### src/rtl/nmr_qsw_pulse_seq.sv
// nmr_qsw_pulse_seq: programmable Q-switch damping pulse burst on each rising EN_QSW window.
// Optional NMR_QSW_ABORT_EN: EN_QSW low during a burst aborts it without a DONE strobe.
module nmr_qsw_pulse_seq #(
  parameter int CNT_W = 16,
  parameter int NUM_W = 8
) (
  input  logic             ADC_CLK,
  input  logic             RESET_N,
  input  logic             EN_QSW,
  input  logic [CNT_W-1:0] QSW_DLY,
  input  logic [CNT_W-1:0] QSW_WIDTH,
  input  logic [CNT_W-1:0] QSW_GAP,
  input  logic [NUM_W-1:0] QSW_NUM,
  output logic             QSW_PULSE,
  output logic             QSW_BUSY,
  output logic             QSW_DONE
);
  typedef enum logic [4:0] {
    IDLE  = 5'b00001,
    DELAY = 5'b00010,
    HIGH  = 5'b00100,
    GAP   = 5'b01000,
    DONE  = 5'b10000
  } state_t;
  state_t           state;
  logic             en_d;
  logic             trig;
  logic             abort;
  logic [CNT_W-1:0] cnt;
  logic [CNT_W-1:0] w_m1;
  logic [CNT_W-1:0] g_m1;
  logic [NUM_W-1:0] rem;
  assign trig = EN_QSW & ~en_d;
`ifdef NMR_QSW_ABORT_EN
  assign abort = ~EN_QSW;
`else
  assign abort = 1'b0;
`endif
  // Width and gap are stored minus one so the HIGH/GAP counters load directly.
  // A zero-pulse burst holds DONE one extra cycle so its strobe lands one cycle after trigger.
  always_ff @(posedge ADC_CLK or negedge RESET_N) begin
    if (!RESET_N) begin
      state     <= IDLE;
      en_d      <= 1'b0;
      cnt       <= '0;
      w_m1      <= '0;
      g_m1      <= '0;
      rem       <= '0;
      QSW_PULSE <= 1'b0;
      QSW_BUSY  <= 1'b0;
      QSW_DONE  <= 1'b0;
    end else begin
      en_d <= EN_QSW;
      if (abort && QSW_BUSY) begin
        state     <= IDLE;
        QSW_PULSE <= 1'b0;
        QSW_BUSY  <= 1'b0;
      end else begin
        unique case (state)
          IDLE: if (trig) begin
            w_m1     <= (QSW_WIDTH == '0) ? '0 : QSW_WIDTH - 1'b1;
            g_m1     <= (QSW_GAP == '0) ? '0 : QSW_GAP - 1'b1;
            rem      <= QSW_NUM;
            cnt      <= QSW_DLY;
            state    <= (QSW_NUM == '0) ? DONE : DELAY;
            QSW_BUSY <= (QSW_NUM != '0);
          end
          DELAY, GAP: if (cnt == '0) begin
            state     <= HIGH;
            cnt       <= w_m1;
            QSW_PULSE <= 1'b1;
          end else begin
            cnt <= cnt - 1'b1;
          end
          HIGH: if (cnt == '0) begin
            rem       <= rem - 1'b1;
            QSW_PULSE <= 1'b0;
            state     <= (rem == NUM_W'(1)) ? DONE : GAP;
            cnt       <= g_m1;
            QSW_BUSY  <= (rem != NUM_W'(1));
            QSW_DONE  <= (rem == NUM_W'(1));
          end else begin
            cnt <= cnt - 1'b1;
          end
          DONE: begin
            QSW_DONE <= ~QSW_DONE;
            state    <= QSW_DONE ? IDLE : DONE;
          end
          default: state <= IDLE;
        endcase
      end
    end
  end
endmodule

### config.mk
export PLATFORM = sky130hd
export DESIGN_NAME = nmr_qsw_pulse_seq
export DESIGN_NICKNAME = d
export VERILOG_FILES = /design/src/rtl/nmr_qsw_pulse_seq.sv
export SDC_FILE = /design/constraint.sdc
export NUM_CORES = 1
export LEC_CHECK = 0
export ABC_AREA = 1
export CAP_MARGIN = 40
export CELL_PAD_IN_SITES_DETAIL_PLACEMENT = 0
export CELL_PAD_IN_SITES_GLOBAL_PLACEMENT = 1
export CORE_ASPECT_RATIO = 0.5
export CORE_MARGIN = 4
export CORE_UTILIZATION = 40
export DETAILED_ROUTE_END_ITERATION = 8
export PLACE_DENSITY = 0.82
export SYNTH_ARGS = -nofsm -noshare
export SYNTH_HDL_FRONTEND = slang
export SYNTH_SLANG_ARGS = --single-unit
export TNS_END_PERCENT = 30
### constraint.sdc
create_clock -name ADC_CLK -period 1.93 [get_ports ADC_CLK]
set_clock_uncertainty 0.1 [all_clocks]
set_input_delay 0.4825 -clock ADC_CLK [delete_from_list [all_inputs] [get_ports ADC_CLK]]
set_output_delay 0.4825 -clock ADC_CLK [all_outputs]
set_load 0.02 [all_outputs]
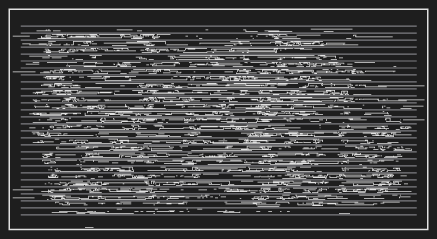
m1.png
Supply wires on this layer in grey.
nets with wire on the layer: 858
main direction: horizontal
longest straight run: 52.4 µm
wire length on this layer: 7,040 µm
share of all routed wire: 52%

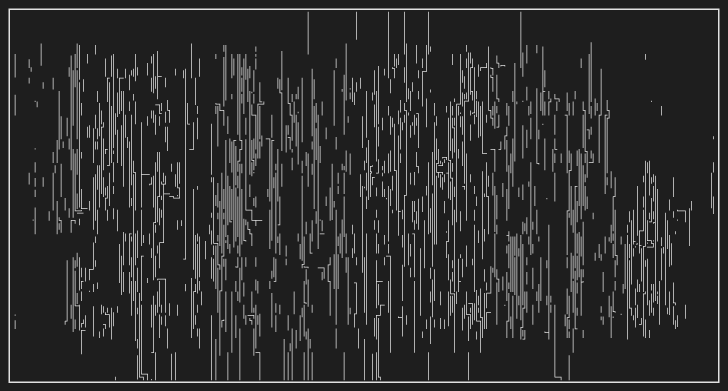
m2.png
nets with wire on the layer: 679
main direction: vertical

==> run summary <==
CP max stage delay: 0.60 ns
Clk sink count: 65
Tool warnings: 31
Synth Area in Simple Gates: 41.8%
Top cells excl fill/tap: 185 x nand2_1, 141 x nor2_1, 82 x inv_1, 80 x buf_4, 68 x nand3_1
Logic cell area: 2680 µm²
Half-perimeter wire length after placement: 10,500 µm
Root buf cell: clkbuf_16
Post-synthesis register bit count: 65
Placed inst area: 6100 µm²
CP Max Fanout: 2
DRC: 0
WP data required: 1.35 ns
Mean post-synth cell area: 6.59 µm²
Combinational power share: 43.4%
RSZ-0062 raised after global routing: true
Max Cap Viol: 0
Power per cell area: 1160 nW/µm²
Run status: completed
Synth Seq Share: 34.2%
Flop pwr share: 32.5%
Tapcells: 159
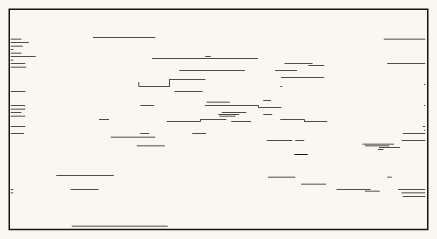
m3.png
main direction: horizontal
wire length on this layer: 648 µm

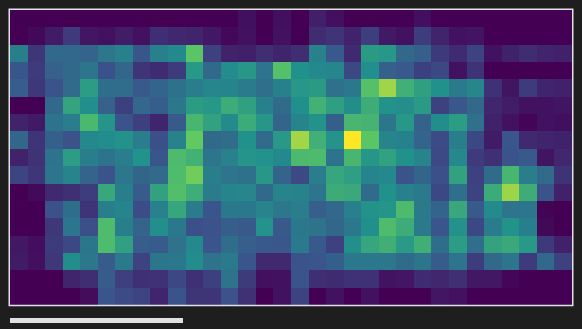
route_heat.png
The bar under the picture is 50 µm long. 32 x 17 tiles, from dark purple (low) to yellow (high), scaled to the fullest tile. Values are wire area over tile area, all layers added.
tiles over half the peak: 17%
densest ninth of the die: centre
nearly empty tiles: 14%

==> cells in the mapped netlist, drive strengths merged (2+ instances only) <==
| cell type | instances | area [µm²] |
|---|---|---|
| nand2 | 195 | 777 |
| nor2 | 156 | 644 |
| inv | 89 | 337 |
| nand3 | 73 | 405 |
| dfrtp | 64 | 1600 |
| o21ai | 43 | 215 |
| a21oi | 18 | 101 |
| buf | 15 | 124 |
| xor2 | 12 | 105 |
| nand3b | 9 | 67.6 |
| nand4 | 9 | 56.3 |
| ha | 8 | 100 |
| xnor2 | 6 | 52.6 |
| o22ai | 5 | 31.3 |
| clkbuf | 4 | 15.0 |
| or2 | 4 | 25.0 |
| nor3 | 3 | 15.0 |
| o21bai | 2 | 15.0 |
==> routing by layer <==
layer	vias to the layer above	share of wire [%]	global-route usage [%]
li1	2551	-	-
met1	2227	52	29.0
met2	108	43	31.4
met3	11	4.8	4.46
met4	0	0.71	3.61
met5	-	0	0
==> sequential cells by signal, summed over array words and instances (netlist names) <==
register   flops
QSW_PULSE      1
QSW_BUSY       1
g_m1          16
QSW_DONE       1
en_d           1
cnt           16
state          5
w_m1          16
rem            8
==> path summary, 6_finish.rpt <==
path                           from        to  slack [ns]  cells past startpoint
max in group asynchronous   RESET_N  state[0]        0.59                      3
hold reg to reg            w_m1[12]  w_m1[12]        0.38                      2
setup reg to reg           state[0]   g_m1[8]        0.07                      9
setup / recovery           QSW_BUSY  QSW_BUSY        0.06                      1
hold / removal             w_m1[12]  w_m1[12]        0.38                      2
min in group asynchronous   RESET_N   w_m1[4]        0.53                      2
==> kinds of logic after synthesis <==
logic type	Yosys count
compound gates	72
xor+xnor	18
fa+ha+maj	8
buf+inv	109
flops	65
mux	1
simple gates	449
Power and IR drop assume default switching activity.
